<file path="src/rtl/mult_div_unit_if.sv">
// Request/write-back bundle between a requester, the multiply/divide unit and the register file.
// The unit takes the slave side; the requester and register file see the master side.
interface mult_div_unit_if #(
  parameter int unsigned WIDTH      = 32,
  parameter int unsigned ADDR_WIDTH = 5
);
  logic                  start;
  logic [1:0]            op;
  logic [WIDTH-1:0]      operand_a;
  logic [WIDTH-1:0]      operand_b;
  logic [ADDR_WIDTH-1:0] dest_address;
  logic                  busy;
  logic                  write_enable;
  logic [ADDR_WIDTH-1:0] write_address;
  logic [WIDTH-1:0]      write_data;
  logic                  div_by_zero;

  modport master (
    output start, op, operand_a, operand_b, dest_address,
    input  busy, write_enable, write_address, write_data, div_by_zero
  );

  modport slave (
    input  start, op, operand_a, operand_b, dest_address,
    output busy, write_enable, write_address, write_data, div_by_zero
  );
endinterface

</file>
<file path="src/rtl/mult_div_unit.sv">
// Iterative unsigned multiply/divide, one bit per clock, ending in a single-cycle register
// file write. Shift-add multiply and restoring divide share one 2*WIDTH accumulator.
module mult_div_unit #(
  parameter int unsigned WIDTH      = 32,
  parameter int unsigned ADDR_WIDTH = 5
) (
  input  logic                   clk,
  input  logic                   reset_n,
  mult_div_unit_if.slave         bus_io
);
  localparam int unsigned CntW = $clog2(WIDTH);

  typedef enum logic [1:0] {StIdle, StRun, StDone} state_e;

  state_e                state_q;
  logic [1:0]            op_q;
  logic [WIDTH-1:0]      a_q;
  logic [WIDTH-1:0]      b_q;
  logic [2*WIDTH-1:0]    acc_q;
  logic [2*WIDTH-1:0]    acc_d;
  logic [CntW-1:0]       cnt_q;
  logic [ADDR_WIDTH-1:0] dest_q;
  logic                  busy_q;
  logic                  we_q;
  logic [ADDR_WIDTH-1:0] waddr_q;
  logic [WIDTH-1:0]      wdata_q;
  logic                  dbz_q;

  logic [WIDTH:0]        mul_sum;
  logic [WIDTH:0]        div_rem;
  logic [WIDTH:0]        div_diff;
  logic [WIDTH-1:0]      result;

  // Multiply: upper half accumulates, lower half holds the shrinking multiplier.
  // Divide: upper half is the partial remainder, lower half the dividend/quotient.
  // A zero divisor never fails the trial subtract, giving all-ones quotient and remainder = a.
  always_comb begin
    mul_sum  = {1'b0, acc_q[2*WIDTH-1:WIDTH]} + (acc_q[0] ? {1'b0, a_q} : '0);
    div_rem  = acc_q[2*WIDTH-1:WIDTH-1];
    div_diff = div_rem - {1'b0, b_q};
    acc_d    = '0;
    if (op_q[1]) begin
      if (div_diff[WIDTH]) acc_d = {acc_q[2*WIDTH-2:0], 1'b0};
      else                 acc_d = {div_diff[WIDTH-1:0], acc_q[WIDTH-2:0], 1'b1};
    end else begin
      acc_d = {mul_sum, acc_q[WIDTH-1:1]};
    end
    result = op_q[0] ? acc_d[2*WIDTH-1:WIDTH] : acc_d[WIDTH-1:0];
  end

  always_ff @(posedge clk or negedge reset_n) begin
    if (!reset_n) begin
      state_q <= StIdle;
      op_q    <= '0;
      a_q     <= '0;
      b_q     <= '0;
      acc_q   <= '0;
      cnt_q   <= '0;
      dest_q  <= '0;
      busy_q  <= 1'b0;
      we_q    <= 1'b0;
      waddr_q <= '0;
      wdata_q <= '0;
      dbz_q   <= 1'b0;
    end else begin
      unique case (state_q)
        StIdle: begin
          we_q  <= 1'b0;
          dbz_q <= 1'b0;
          if (bus_io.start) begin
            op_q    <= bus_io.op;
            a_q     <= bus_io.operand_a;
            b_q     <= bus_io.operand_b;
            dest_q  <= bus_io.dest_address;
            acc_q   <= {{WIDTH{1'b0}},
                        bus_io.op[1] ? bus_io.operand_a : bus_io.operand_b};
            cnt_q   <= '0;
            busy_q  <= 1'b1;
            state_q <= StRun;
          end
        end
        StRun: begin
          acc_q <= acc_d;
          cnt_q <= cnt_q + CntW'(1);
          if (cnt_q == CntW'(WIDTH - 1)) begin
            we_q    <= 1'b1;
            waddr_q <= dest_q;
            wdata_q <= result;
            dbz_q   <= op_q[1] && (b_q == '0);
            state_q <= StDone;
          end
        end
        StDone: begin
          we_q    <= 1'b0;
          dbz_q   <= 1'b0;
          busy_q  <= 1'b0;
          state_q <= StIdle;
        end
        default: state_q <= StIdle;
      endcase
    end
  end

  assign bus_io.busy          = busy_q;
  assign bus_io.write_enable  = we_q;
  assign bus_io.write_address = waddr_q;
  assign bus_io.write_data    = wdata_q;
  assign bus_io.div_by_zero   = dbz_q;
endmodule

</file>
<file path="src/flat_wrapper.sv">
// flat-port wrapper written by rule: the top's interface ports become plain ports
module mult_div_unit_flat 
#(
  parameter int unsigned WIDTH      = 32,
  parameter int unsigned ADDR_WIDTH = 5
)
  (clk, reset_n, bus_io_start, bus_io_op, bus_io_operand_a, bus_io_operand_b, bus_io_dest_address, bus_io_busy, bus_io_write_enable, bus_io_write_address, bus_io_write_data, bus_io_div_by_zero);
  mult_div_unit_if #(.WIDTH(WIDTH), .ADDR_WIDTH(ADDR_WIDTH)) bus_io_i ();
  input  logic clk;
  input  logic reset_n;
  input wire logic [$bits(bus_io_i.start)-1:0] bus_io_start;
  input wire logic [$bits(bus_io_i.op)-1:0] bus_io_op;
  input wire logic [$bits(bus_io_i.operand_a)-1:0] bus_io_operand_a;
  input wire logic [$bits(bus_io_i.operand_b)-1:0] bus_io_operand_b;
  input wire logic [$bits(bus_io_i.dest_address)-1:0] bus_io_dest_address;
  output wire logic [$bits(bus_io_i.busy)-1:0] bus_io_busy;
  output wire logic [$bits(bus_io_i.write_enable)-1:0] bus_io_write_enable;
  output wire logic [$bits(bus_io_i.write_address)-1:0] bus_io_write_address;
  output wire logic [$bits(bus_io_i.write_data)-1:0] bus_io_write_data;
  output wire logic [$bits(bus_io_i.div_by_zero)-1:0] bus_io_div_by_zero;
  assign bus_io_i.start = bus_io_start;
  assign bus_io_i.op = bus_io_op;
  assign bus_io_i.operand_a = bus_io_operand_a;
  assign bus_io_i.operand_b = bus_io_operand_b;
  assign bus_io_i.dest_address = bus_io_dest_address;
  assign bus_io_busy = bus_io_i.busy;
  assign bus_io_write_enable = bus_io_i.write_enable;
  assign bus_io_write_address = bus_io_i.write_address;
  assign bus_io_write_data = bus_io_i.write_data;
  assign bus_io_div_by_zero = bus_io_i.div_by_zero;
  mult_div_unit #(.WIDTH(WIDTH), .ADDR_WIDTH(ADDR_WIDTH)) u_core (.clk(clk), .reset_n(reset_n), .bus_io(bus_io_i));
endmodule
</file>
<file path="config.mk">
export PLATFORM = sky130hd
export DESIGN_NAME = mult_div_unit_flat
export DESIGN_NICKNAME = d
export VERILOG_FILES = /design/src/rtl/mult_div_unit_if.sv /design/src/rtl/mult_div_unit.sv /design/src/flat_wrapper.sv
export SDC_FILE = /design/constraint.sdc
export NUM_CORES = 1
export LEC_CHECK = 0
export ABC_AREA = 1
export CORE_UTILIZATION = 45
export DETAILED_ROUTE_END_ITERATION = 6
export HOLD_SLACK_MARGIN = 0.05
export SLEW_MARGIN = 10
export SYNTH_ARGS = -nofsm -noshare
export SYNTH_HDL_FRONTEND = slang
export SYNTH_SLANG_ARGS = --single-unit
export TNS_END_PERCENT = 1
</file>
<file path="constraint.sdc">
create_clock -name clk -period 2.8 [get_ports clk]
set_input_delay 0.56 -clock clk [delete_from_list [all_inputs] [get_ports clk]]
set_output_delay 0.56 -clock clk [all_outputs]
set_load 0.005 [all_outputs]
</file>
Signal wires on met1:
Supply wires on this layer in gray.
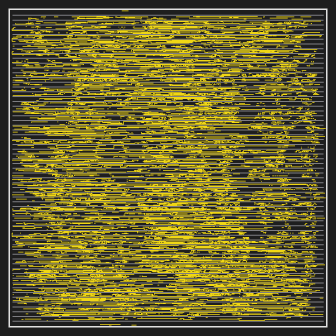
share of all routed wire	48%
nets with wire on the layer	2373
wire length on this layer	26.1 mm

Signal wires by layer:
Two of the layers only.
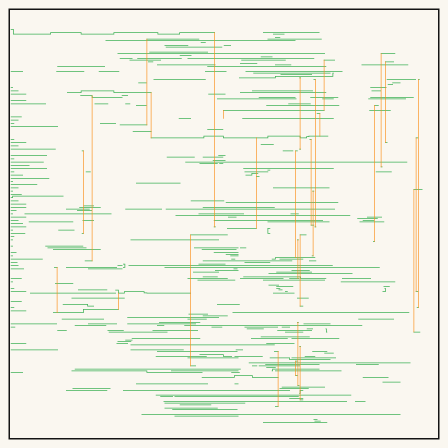
layer	color	wire length
M3	green	5170 um
M4	orange	1080 um

Zoomed window:
The bar under the picture is 10 um long. Window x 75 to 105, y 75 to 105 um. Cells in gray, sequential cells in the stronger gray; small squares are vias.
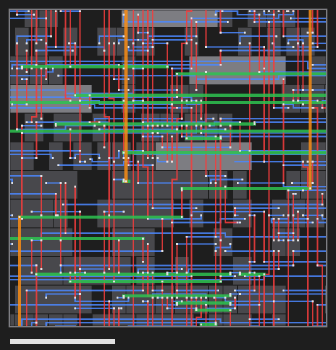
layer	color
M1	blue
M3	green
M4	orange
M2	red
cells with their middle in the window	77
most frequent	nand2_1 (20), nand3_1 (20), inv_1 (13)
netlist names of flops here include	u_core.acc_q (4)
sequential cells in the window	4

==> out/qor.csv <==
metric,value,unit
status,"complete, no violations",
finalCriticalPeriod,2.74,ns
clock-root-buffer,clkbuf_16,
rows,64,
mi_logic_area,8070,um2
grt_setup_unrepaired,true,
cts_tree,done,
wirelength,54.6,mm
ctsHoldBuffers,0,
clkLatencyLatePin,0.47,ns
die-width,180,um
io_pins,114,
yosysUniqueCellTypes,41,
fa_ha_area_share,6.08,%
timing.rr.start,u_core.acc_q[0],
grt_antenna_before_repair,1,
hold_violations,0,
ys_sh_mux,0,%
gr-usage-met2,48.2,%
sh_comb_area,47.5,%
global_route.usage.met3,8.23,%
drt_iter0_drc,1574,
cts_setup_buffers,2,
die-area,32300,um2
setup_viol,0,
largest_class,logic gates,
top_layer_used,met5,
nonClkBufAreaFrac,10.5,%
slew_violations,0,
grt_util_all_layers,34.2,%
synthMostInstantiatedCell,nand2_1,
hpwl,42.3,mm
tns,0,ns
fin_ws,0.0600,ns
worst-setup-path-type,reg -> reg,
yosys_area,14200,um2
cts.sinks,182,
seq_share,26.9,%
busiest_layer,met1,
r2r_slack,0.06,ns
logic_family,simple AND/OR/NAND/NOR gates,
port_buffers,113,
postPlaceCellArea,16100,um2
clock_area_share,3.54,%
tool_warnings,31,
critPathLaunchType,flop,
clk_path_buf_depth,2,
viasPerCell,5.43,
wl_met3,5.17,mm
crit_fanout,17,
place_congestion,0.983,
routedWlPerCell,19.6,um
cp-endpoint,u_core.bus_io.write_data[29],
synth_area_per_cell,6.30,um2
fin_nets,2521,
ys_async_sr_fraction,100,%
post-place-cells,2750,
regArea,4560,um2
ys_ff,182,
Clock nets:
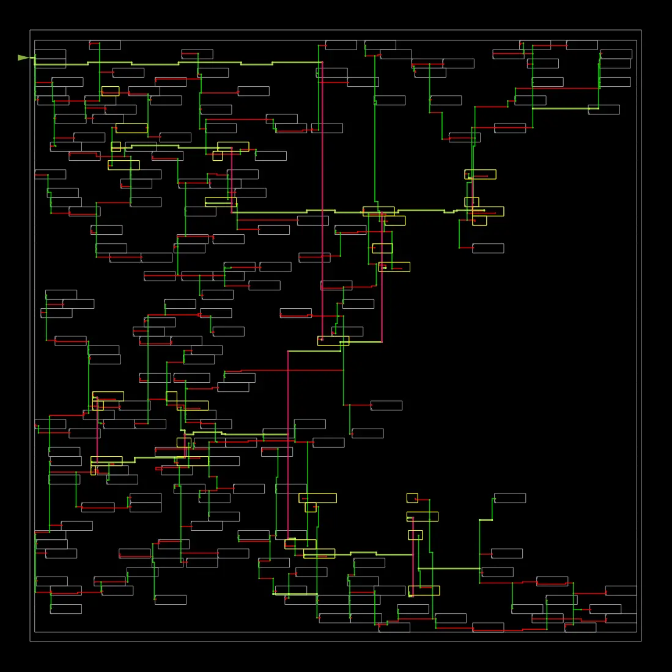
total CTS buffers: 17
Clock Skew: 0.0141 ns

Met4 routing:
Supply wires on this layer in gray.
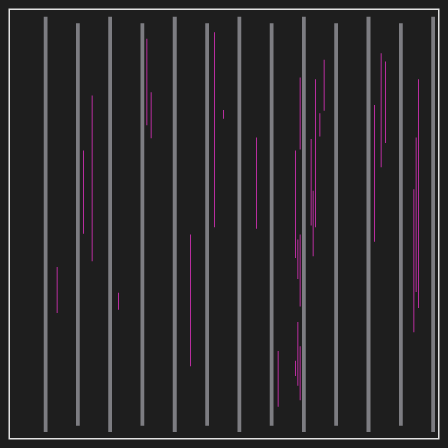
main direction	vertical
share of all routed wire	2.0%
wire length on this layer	1080 um

## worst max-delay path, stage by stage (launching register included)
cell and delay [ns]:
dfrtp_1 0.40, buf_4 0.16, buf_12 0.15, nand2_1 0.06, inv_1 0.06, ha_1 0.35
a21oi_1 0.24, o21ai_1 0.15, a21oi_2 0.27, nor2_1 0.10, nor2_1 0.13, nand3_1 0.08
nand3_1 0.14, nand3_2 0.13, nand2_1 0.15, nand2_1 0.06
## layout by cell type, fill, tap and decap left out, drive strengths merged, types with 2 or more instances in the layout
| cell type | synthesis | layout |
|---|---|---|
| buf | 22 | 71 |
| nand2 | 873 | 874 |
| a21oi | 66 | 66 |
| fa | 2 | 2 |
| xnor2 | 10 | 10 |
| and2 | 3 | 3 |
| nand3 | 166 | 166 |
| o21ai | 217 | 217 |
| o221ai | 28 | 28 |
| o21a | 2 | 2 |
| nor3 | 11 | 11 |
| xor2 | 3 | 3 |
| o21bai | 7 | 7 |
| ha | 66 | 66 |
| nand3b | 19 | 19 |
| clkinvlp | 0 | 2 |
| inv | 391 | 397 |
| clkbuf | 61 | 20 |
| nor2 | 96 | 96 |
| clkdlybuf4s50 | 0 | 111 |
| a22o | 2 | 2 |
| o211ai | 4 | 4 |
| a21o | 4 | 4 |
| nand4 | 12 | 12 |
| nor4 | 7 | 7 |
| dfrtp | 182 | 182 |
| clkinv | 1 | 5 |
## logic make-up (layout without fill, tap and decap cells)
kind of cell	Yosys count	in the layout
buf+inv	475	607
simple gates	1188	1189
flops	182	182
fa+ha+maj	68	68
compound gates	333	333
xor+xnor	13	13
## state kept, by name (all words and copies together) (netlist names), 2 cells and up
register and count:
u_core.state_q 2, u_core.bus_io.write_address 5, u_core.b_q 32, u_core.dest_q 5, u_core.cnt_q 5, u_core.op_q 2, u_core.acc_q 64, u_core.a_q 32
u_core.bus_io.write_data 32
